**config.mk**
```make
export PLATFORM = sky130hd
export DESIGN_NAME = serial_rx
export DESIGN_NICKNAME = d
export VERILOG_FILES = /design/src/rtl/serial_pkg.sv /design/src/rtl/sync_2ff.sv /design/src/rtl/serial_rx.sv
export SDC_FILE = /design/constraint.sdc
export NUM_CORES = 1
export LEC_CHECK = 0
export CORE_MARGIN = 5
export CORE_UTILIZATION = 60
export DETAILED_ROUTE_END_ITERATION = 6
export PLACE_DENSITY = 0.92
export SETUP_SLACK_MARGIN = 0.5
export SYNTH_ARGS = -nofsm -noshare
export SYNTH_HDL_FRONTEND = slang
export SYNTH_HIERARCHICAL = 1
export SYNTH_SLANG_ARGS = --single-unit
```
**constraint.sdc**
```tcl
create_clock -name clk_in -period 3 [get_ports clk_in]
set_input_delay 0.9 -clock clk_in [delete_from_list [all_inputs] [get_ports clk_in]]
set_output_delay 0.9 -clock clk_in [all_outputs]
set_load 0.05 [all_outputs]
```
**src/rtl/serial_pkg.sv**
```systemverilog
// serial_pkg -- shared types and constants for the serial receiver.
//   rx_state_t            : receiver FSM state encoding
//   DEFAULT_CLKS_PER_BIT  : clk_in cycles per bit at 100 MHz / 115200 baud
//   DATA_BITS             : payload bits per frame
// Optional feature macro: SERIAL_RX_PARITY_EN (adds the ST_PARITY state).
package serial_pkg;

  localparam int DEFAULT_CLKS_PER_BIT = 868;
  localparam int DATA_BITS            = 8;

  typedef enum logic [2:0] {
    ST_IDLE,
    ST_START,
    ST_DATA,
`ifdef SERIAL_RX_PARITY_EN
    ST_PARITY,
`endif
    ST_STOP
  } rx_state_t;

endpackage

```
**src/rtl/sync_2ff.sv**
```systemverilog
// sync_2ff -- two-flop synchronizer for an asynchronous single-bit input.
//   clk_in   : destination clock
//   rst_in   : asynchronous active-high reset, both flops load RESET_VAL
//   async_in : asynchronous input
//   sync_out : synchronized output (two clk_in cycles of latency)
module sync_2ff #(
  parameter logic RESET_VAL = 1'b1
) (
  input  logic clk_in,
  input  logic rst_in,
  input  logic async_in,
  output logic sync_out
);

  logic meta_q;
  logic sync_q;

  always_ff @(posedge clk_in or posedge rst_in) begin
    if (rst_in) begin
      meta_q <= RESET_VAL;
      sync_q <= RESET_VAL;
    end else begin
      meta_q <= async_in;
      sync_q <= meta_q;
    end
  end

  assign sync_out = sync_q;

endmodule

```
**src/rtl/serial_rx.sv**
```systemverilog
// serial_rx -- 8N1 serial receiver with mid-bit sampling and selectable bit order.
//   clk_in     : system clock, rising edge
//   rst_in     : asynchronous active-high reset
//   data_in    : asynchronous serial line, idles high
//   big_endian : 1 = first data bit lands in data_out[7], 0 = in data_out[0]
//   data_out   : last correctly framed byte
//   valid_out  : one-cycle pulse when data_out is updated
//   frame_err  : one-cycle pulse when the stop bit is sampled low
//   busy       : high whenever the FSM is not idle
//   parity_err : (SERIAL_RX_PARITY_EN only) one-cycle pulse on even-parity mismatch
// Optional feature macro: SERIAL_RX_PARITY_EN (even parity bit after the data bits).
//
// state     | meaning
// ----------+-----------------------------------------------------------
// ST_IDLE   | line idle, waiting for rx_s low
// ST_START  | timing to the middle of the start bit, reject glitches
// ST_DATA   | sampling the 8 data bits at mid-bit
// ST_PARITY | sampling the parity bit (parity build only)
// ST_STOP   | sampling the stop bit, then deliver byte or flag an error
module serial_rx
  import serial_pkg::*;
#(
  parameter int CLKS_PER_BIT = DEFAULT_CLKS_PER_BIT
) (
  input  logic       clk_in,
  input  logic       rst_in,
  input  logic       data_in,
  input  logic       big_endian,
  output logic [7:0] data_out,
  output logic       valid_out,
  output logic       frame_err,
  output logic       busy
`ifdef SERIAL_RX_PARITY_EN
  ,
  output logic       parity_err
`endif
);

  localparam int              CW       = $clog2(CLKS_PER_BIT);
  localparam logic [CW-1:0]   HALF_M1  = CW'(CLKS_PER_BIT / 2 - 1);
  localparam logic [CW-1:0]   FULL_M1  = CW'(CLKS_PER_BIT - 1);
  localparam logic [2:0]      LAST_BIT = 3'(DATA_BITS - 1);

  logic rx_s;

  sync_2ff #(.RESET_VAL(1'b1)) u_sync (
    .clk_in   (clk_in),
    .rst_in   (rst_in),
    .async_in (data_in),
    .sync_out (rx_s)
  );

  rx_state_t     state_q, state_d;
  logic [CW-1:0] count_q, count_d;
  logic [2:0]    bit_idx_q, bit_idx_d;
  logic [7:0]    shift_q, shift_d;
  logic          order_q, order_d;
  logic [7:0]    data_q, data_d;
  logic          valid_q, valid_d;
  logic          ferr_q, ferr_d;
`ifdef SERIAL_RX_PARITY_EN
  logic          par_bad_q, par_bad_d;
  logic          perr_q, perr_d;
`endif

  always_ff @(posedge clk_in or posedge rst_in) begin
    if (rst_in) begin
      state_q   <= ST_IDLE;
      count_q   <= '0;
      bit_idx_q <= '0;
      shift_q   <= '0;
      order_q   <= 1'b0;
      data_q    <= '0;
      valid_q   <= 1'b0;
      ferr_q    <= 1'b0;
`ifdef SERIAL_RX_PARITY_EN
      par_bad_q <= 1'b0;
      perr_q    <= 1'b0;
`endif
    end else begin
      state_q   <= state_d;
      count_q   <= count_d;
      bit_idx_q <= bit_idx_d;
      shift_q   <= shift_d;
      order_q   <= order_d;
      data_q    <= data_d;
      valid_q   <= valid_d;
      ferr_q    <= ferr_d;
`ifdef SERIAL_RX_PARITY_EN
      par_bad_q <= par_bad_d;
      perr_q    <= perr_d;
`endif
    end
  end

  always_comb begin
    state_d   = state_q;
    count_d   = count_q;
    bit_idx_d = bit_idx_q;
    shift_d   = shift_q;
    order_d   = order_q;
    data_d    = data_q;
    valid_d   = 1'b0;
    ferr_d    = 1'b0;
`ifdef SERIAL_RX_PARITY_EN
    par_bad_d = par_bad_q;
    perr_d    = 1'b0;
`endif
    unique case (state_q)
      ST_IDLE: begin
        count_d = '0;
        if (!rx_s) state_d = ST_START;
      end
      ST_START: begin
        if (count_q == HALF_M1) begin
          count_d = '0;
          if (!rx_s) begin
            state_d   = ST_DATA;
            bit_idx_d = '0;
            order_d   = big_endian;
          end else begin
            state_d = ST_IDLE;
          end
        end else begin
          count_d = count_q + CW'(1);
        end
      end
      ST_DATA: begin
        if (count_q == FULL_M1) begin
          count_d   = '0;
          bit_idx_d = bit_idx_q + 3'd1;
          // LSB-first order shifts in from the top, MSB-first from the bottom,
          // so sample 0 finishes in bit 0 or bit 7 respectively.
          shift_d   = order_q ? {shift_q[6:0], rx_s} : {rx_s, shift_q[7:1]};
          if (bit_idx_q == LAST_BIT) begin
`ifdef SERIAL_RX_PARITY_EN
            state_d = ST_PARITY;
`else
            state_d = ST_STOP;
`endif
          end
        end else begin
          count_d = count_q + CW'(1);
        end
      end
`ifdef SERIAL_RX_PARITY_EN
      ST_PARITY: begin
        if (count_q == FULL_M1) begin
          count_d   = '0;
          par_bad_d = (^shift_q) ^ rx_s;
          state_d   = ST_STOP;
        end else begin
          count_d = count_q + CW'(1);
        end
      end
`endif
      ST_STOP: begin
        if (count_q == FULL_M1) begin
          count_d = '0;
          state_d = ST_IDLE;
`ifdef SERIAL_RX_PARITY_EN
          if (par_bad_q) begin
            perr_d = 1'b1;
          end else
`endif
          if (rx_s) begin
            data_d  = shift_q;
            valid_d = 1'b1;
          end else begin
            ferr_d = 1'b1;
          end
        end else begin
          count_d = count_q + CW'(1);
        end
      end
      default: begin
        state_d = ST_IDLE;
        count_d = '0;
      end
    endcase
  end

  assign data_out  = data_q;
  assign valid_out = valid_q;
  assign frame_err = ferr_q;
  assign busy      = (state_q != ST_IDLE);
`ifdef SERIAL_RX_PARITY_EN
  assign parity_err = perr_q;
`endif

endmodule

```
run_1/pinout.png
Pins as bars across the die edge, other pins in grey.
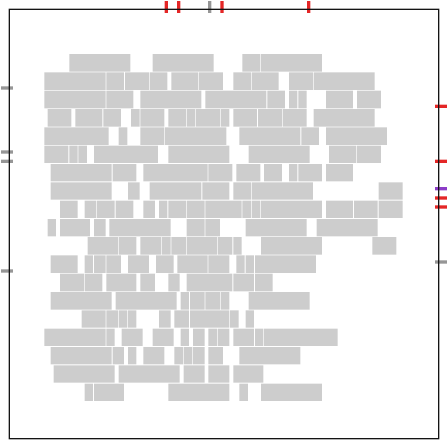
legend:
  purple:
    port: `frame_err`
    pins: 1
    direction: output
    edge: east
  red:
    port: `data_out`
    pins: 8
    direction: output
    edge: 4 east, 4 north
all pins by edge: 6 east, 5 north, 4 west
die width: 63.63 um
Chip Height: 63.63 um

run_1/ff_map.png
Other sequential cells in the stronger grey, the rest of the logic in the fainter grey.
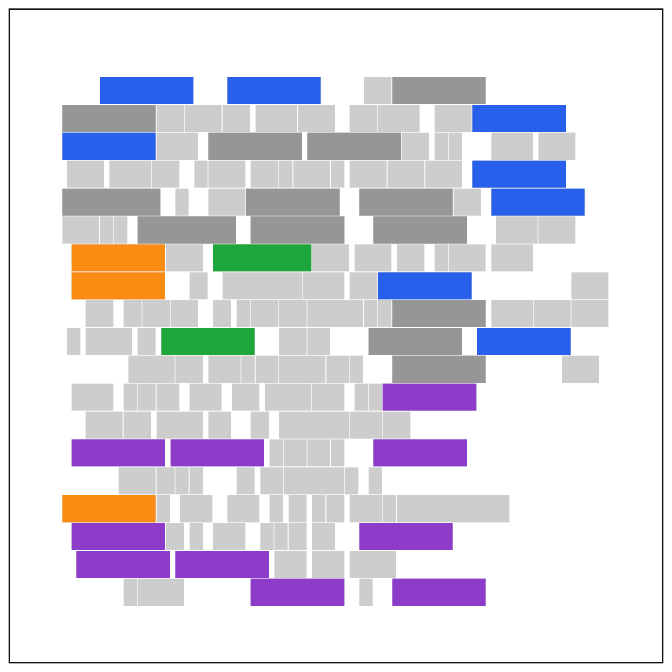
legend:
  orange:
    signal: `bit_idx_q`
    placed_flops: 3
  blue:
    signal: `data_out`
    placed_flops: 8
  purple:
    signal: `count_q`
    placed_flops: 10
  green:
    signal: `state_q`
    placed_flops: 2
not coloured: 13
Seq. pwr: 0.000489 W
Final Util: 0.7083

==> impl_metrics.ini, run 1 <==
; implementation run metrics
[grt]
grt_max_degree = 35
busiest_layer = met2
first_global_vias = 1164
met3_usage = 0.03908
grtUsageMet2 = 0.2627
grtUsageMet1 = 0.1995
grt_use_total = 0.1626
overflow = 0
antenna_found_initial = 0
grt_pass1_wl_mm = 5.175

[sta]
worstMarginPinSlew_ns = 0.5194
timing.fmax_ghz = 0.4131
slew_viol_final = 0
setup_viol = 0
setup_tns_ns = 0
finalCriticalPeriod_ns = 2.421
slew_headroom = 0.6527
rsz0062_at_grt = false
hold_viol_final = 0
final.period_utilization = 0.8070
worst_slack_ns = 0.5791
finClkSkew_ns = 0.01405

[place]
hpwlAfterDp_mm = 2.087
placement.io_buffers = 14
place_area_sq_um = 1874
gp_congestion = 0.8237
pre_cts_slack_ns = 0.5436

[final_layout]
largest_reg_flops = 10
design_area_sq_um = 1953
insertedDiodeCount = 0
top_register = count_q
nNetsFinal = 172
area_growth_pct = 13.20
final_cell_mix = 33 x dfrtp_1, 21 x nor2_1, 13 x clkdlybuf4s50_1, 10 x mux2i_1
drive_above_1_share = 0.1879
lay_top_count = dfrtp_1

[synth]
synthTopLogicFamily = simple AND/OR/NAND/NOR gates
ys_ff = 36
synthMostInstantiatedCell = dfrtp_1
avgSynthCellArea_sq_um = 11.74
ys_seq_frac = 0.5236
top_area_cell = dfrtp_1
synthMuxAreaShare = 0.1168
ys_cells = 147
edf_count = 0
ys_area_sq_um = 1725
synth_cell_types = 38
topCellsByArea = dfrtp_1 49%, mux2_2 5.9%, mux2i_1 5.8%
top_cells_by_count = 34 x dfrtp_1, 21 x nor2_1, 10 x mux2i_1
synth_top_area_share = 0.4931
synthCells = 147
ff_type = dfrtp_1
fa_ha_area_frac = 0.02901
syn_area_sq_um = 1725
synthSimpleGateAreaFrac = 0.1748
synthAoiAreaFrac = 0.08049
xor_share = 0.04061
yosys_warnings = 6
ys_async_sr_fraction = 1.000
fp_nets = 155

[pwr]
combPwrFrac = 0.017
p_switching_w = 0.0001646
comb-power_w = 0.0000144
pg_clk_w = 0.000328
p_leak_nw = 0.9376
intPower_w = 0.0006670
swShare = 0.1979
power_w = 0.0008317
power_density_nw_per_um2 = 425.8
power_leader = sequential cells
power_frac_clock = 0.394
vdd_drop_max_uv = 403.9
p_seq_frac = 0.589

[critical_path]
cp_num_buf_inv = 1
cp_slowest_stage_delay_ns = 0.82
cp_top_family = buffers and inverters
crit_arrival_ns = 1.52
worstReg2RegEnd = order_q$_DFFE_PP0P_
path_class = flip-flop to output pin
crit_path_start = data_out[6]$_DFFE_PP0P_
rr_worst_depth = 6
worstPathRequired_ns = 2.10
start_kind = flip-flop
r2r_slack_ns = 1.09
worstPathCellList = clkdlybuf4s50_1
endpoint = data_out[6]
cpMaxStageDelayCell = clkdlybuf4s50_1
end_kind = output pin
cp_max_fo = 2
timing.rr.start = count_q[1]$_DFF_PP0_
worstSetupPathDepth = 1

[clock_network]
cts_resized = 4
cts_setup_buffers = 0
cts_tree = done
ctsHoldBuffers = 0
cts_buffers = 5
clkSinkCount = 36
insertion_delay_ns = 0.34
clockBufferDepth = 2
htreeDepth = 2
cts.reportedPaths.clkPinSlew_ns = 0.10
cts-root-buf = clkbuf_4

[route]
wire_per_inst_um = 14.49
via_count = 1118
met3_length_um = 158
drt_wl_total_mm = 2.841
viasPerCell = 5.704
drt-initial-drc-count = 53
drt_first_pass_iters = 4
wl_met1_mm = 1.244
drc = 0
dr_wl_met2_mm = 1.399
ant_nets = 0
top_layer = met4

[floorplanning]
die_area_sq_um = 4048
core_sq_um = 2758
fp_util = 0.6257
rows = 19
ios = 15

[hold_path]
hp-class = flip-flop to flip-flop
whs_path_depth = 0
hold_start = u_sync/meta_q$_DFF_PP1_
worstHoldEndpoint = u_sync/sync_out$_DFF_PP1_

[job]
tool_warnings = 27
maxCapViolCount = 0

[outcome]
status = completed
run_1/clock_wires.png
The bar under the picture is 20 um long.
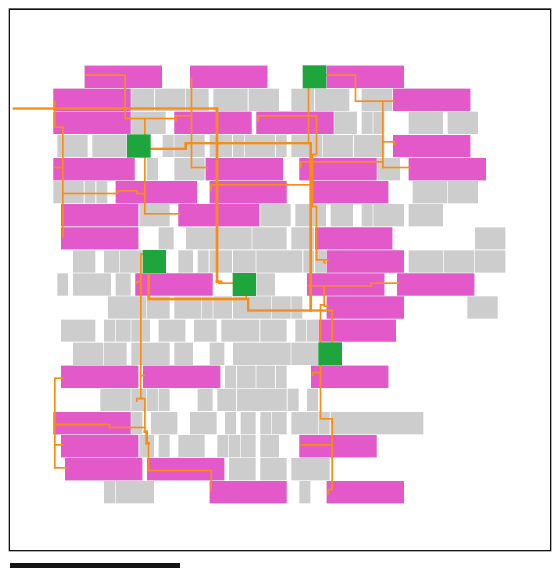
legend:
  green:
    item: clock-net drivers
    count: 5
  orange:
    item: clock wires
    length: 388 um
  magenta:
    item: flip-flops
    count: 36
routed clock nets: 6

run_1/layers.png
The bar under the picture is 20 um long.
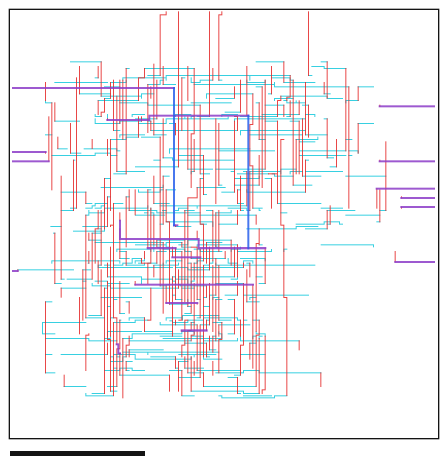
legend:
  cyan:
    layer: M1
    wire_length: 1240 um
  blue:
    layer: M4
    wire_length: 40.1 um
  red:
    layer: M2
    wire_length: 1400 um
  purple:
    layer: M3
    wire_length: 158 um

run 1: cell type report:
cell class                      instances  area [sq um]
Inverter                                6         22.52
Clock buffer                            6         41.29
Fill cell                             190         804.5
Sequential cell                        36         904.6
Timing Repair Buffer                   15         148.9
Tap cell                               31         38.79
Multi-Input combinational cell        100         762.0
Clock inverter                          2         35.03
run 1: per-stage QoR:
step | hold WS (ns) | cells
global route | 0.3699 | 196
finish | 0.3618 | 196
global placement | 0.3472 | 188
floorplan | 0.3452 | 147
CTS | 0.3626 | 196
detailed placement | 0.3469 | 188
run 1: kinds of logic after synthesis:
family                     Yosys count
and+or+nand+nor                     50
DFF                                 36
AOI/OAI and AO/OA                   19
muxes                               19
buffers and inverters               11
xor gates and xnor gates             8
adders and majority gates            4
==> run 1 -> run 2 <==
--- a/config.mk
+++ b/config.mk
@@ -6,9 +6,9 @@
 export NUM_CORES = 1
 export LEC_CHECK = 0
 export CORE_MARGIN = 5
-export CORE_UTILIZATION = 60
+export CORE_UTILIZATION = 51
 export DETAILED_ROUTE_END_ITERATION = 6
-export PLACE_DENSITY = 0.92
+export PLACE_DENSITY = 0.85
 export SETUP_SLACK_MARGIN = 0.5
 export SYNTH_ARGS = -nofsm -noshare
 export SYNTH_HDL_FRONTEND = slang
==> constraint.sdc (replaced) <==
create_clock -name clk_in -period 2.1 [get_ports clk_in]
set_input_delay 0.63 -clock clk_in [delete_from_list [all_inputs] [get_ports clk_in]]
set_output_delay 0.63 -clock clk_in [all_outputs]
set_load 0.05 [all_outputs]
run_2/pinout.png
Pins as bars across the die edge, other pins in grey.
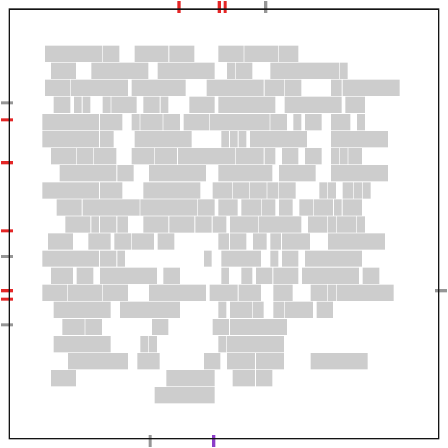
legend:
  red:
    port: `data_out`
    pins: 8
    direction: output
    edge: 5 west, 3 north
  purple:
    port: `frame_err`
    pins: 1
    direction: output
    edge: south
all pins by edge: 8 west, 4 north, 2 south, 1 east

run_2/clock_wires.png
The bar under the picture is 20 um long.
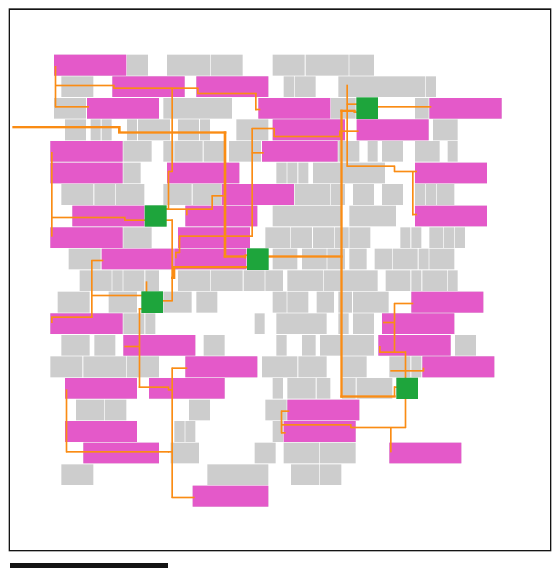
legend:
  green:
    item: clock-net drivers
    count: 5
  orange:
    item: clock wires
    length: 435 um
  magenta:
    item: flip-flops
    count: 36
routed clock nets: 6

==> run 2 against run 1 <==
Against the previous run:
- total power up 46%
- first-iteration DRC count grew 60%
- final cell count increased by 15%
- synthesized cell count is the same
- register-to-register slack got worse by 0.77 ns
- design area is 11% higher
- utilization shrank 5.1 points
- critical path type unchanged
- largest cell class unchanged
- largest power group unchanged
==> impl_metrics.ini, run 2 <==
; implementation run metrics
[clock_network]
cts.reportedPaths.clkPinSlew_ns = 0.11
cts_resized = 10
ctsHoldBuffers = 0
cts_setup_buffers = 9
insertion_delay_ns = 0.35
cts_buffers = 5
clkSinkCount = 36
clockBufferDepth = 2
cts_tree = done
htreeDepth = 2

[hold_path]
whs_path_depth = 0
hold_start = u_sync/meta_q$_DFF_PP1_
worstHoldEndpoint = u_sync/sync_out$_DFF_PP1_

[synth]
synthCells = 147
top_cells_by_count = 34 x dfrtp_1, 21 x nor2_1, 10 x mux2i_1
synth_cell_types = 38
topCellsByArea = dfrtp_1 49%, mux2_2 5.9%, mux2i_1 5.8%
yosys_warnings = 6
avgSynthCellArea_sq_um = 11.74
ys_cells = 147
synth_top_area_share = 0.4931
syn_area_sq_um = 1725
fa_ha_area_frac = 0.02901
ys_seq_frac = 0.5236
synthMuxAreaShare = 0.1168
ys_async_sr_fraction = 1.000
ff_type = dfrtp_1
synthMostInstantiatedCell = dfrtp_1

[floorplanning]
die_x_um = 68.17
die_area_sq_um = 4646
fp_util = 0.5212
rows = 21
dieHeight_um = 68.17
core_sq_um = 3311

[critical_path]
cp_slowest_stage_delay_ns = 0.43
worstPathCellList = or2_4 -> buf_8
timing.rr.start = count_q[1]$_DFF_PP0_
start_kind = flip-flop
path_class = flip-flop to output pin
crit_path_start = state_q[0]$_DFFE_PP0P_
crit_arrival_ns = 1.18
end_kind = output pin
r2r_slack_ns = 0.32
rr_worst_depth = 6
cp_max_fo = 2
cpMaxStageDelayCell = dfrtp_2
worstPathRequired_ns = 1.47

[pwr]
power_frac_clock = 0.405
p_leak_nw = 1.098
pg_clk_w = 0.000490
power_density_nw_per_um2 = 557.2
power_leader = sequential cells
p_seq_frac = 0.578
comb-power_w = 0.0000214
swShare = 0.2146
combPwrFrac = 0.018
intPower_w = 0.0009516
vdd_drop_max_uv = 442.9
p_switching_w = 0.0002601

[sta]
hold_viol_final = 0
setup_viol = 0
setup_tns_ns = 0
final.period_utilization = 0.8626
finClkSkew_ns = 0.008884
worst_slack_ns = 0.2886
finalCriticalPeriod_ns = 1.811
rsz0062_at_grt = true
hold_slack_ns = 0.3673
timing.fmax_ghz = 0.5521

[route]
drt-initial-drc-count = 85
top_layer = met4
wire_per_inst_um = 17.13
drc = 0
dr_wl_met2_mm = 2.113
ant_nets = 0
met3_length_um = 126

[final_layout]
lay_top_count = dfrtp_1
drive_above_1_share = 0.3520
insertedDiodeCount = 0
instances_no_fill = 225
top_register = count_q

[place]
hpwlAfterDp_mm = 2.319
gp_congestion = 0.8716
pre_cts_slack_ns = 0.2704

[grt]
overflow = 0
grtUsageMet2 = 0.3081
grt_use_total = 0.1858
antenna_found_initial = 0
grtUsageMet1 = 0.2241
grt_max_degree = 35

[job]
tool_warnings = 30
maxCapViolCount = 0

[outcome]
status = completed
run_2/ff_map.png
Other sequential cells in the stronger grey, the rest of the logic in the fainter grey.
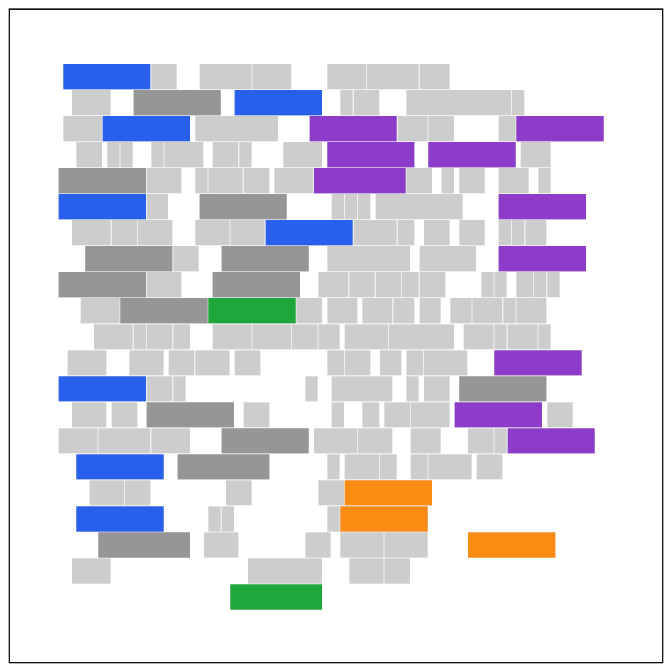
legend:
  orange:
    signal: `bit_idx_q`
    placed_flops: 3
  blue:
    signal: `data_out`
    placed_flops: 8
  purple:
    signal: `count_q`
    placed_flops: 10
  green:
    signal: `state_q`
    placed_flops: 2
not coloured: 13
Final Util: 0.6568
Seq/total area: 0.4166
Sequential Area: 905.9 sq um

run 2: worst max-delay path, delay by kind of cell, from the launching register on:
kind	cells	cell delay, ns
buffers and inverters	1	0.15
flip-flops	1	0.43
AND/OR/NAND/NOR	1	0.25
run 2: final cells by class:
class | count | area, sq um
repair buffers | 27 | 251.5
multi-input cells | 102 | 857.1
clock inverters | 3 | 42.54
well taps | 46 | 57.56
inverters | 6 | 22.52
fillers | 266 | 1136
flip-flops and latches | 36 | 905.9
clock buffers | 5 | 37.54
run 2: metrics by stage:
step                      instance area [sq um]  total power, W
after floorplan                            1734       0.0007246
after global routing                       2175        0.001260
final                                      2175        0.001212
after detailed placement                   1882       0.0007354
after CTS                                  2076        0.001220
after global placement                     1882       0.0007345
Power and IR drop assume default switching activity.
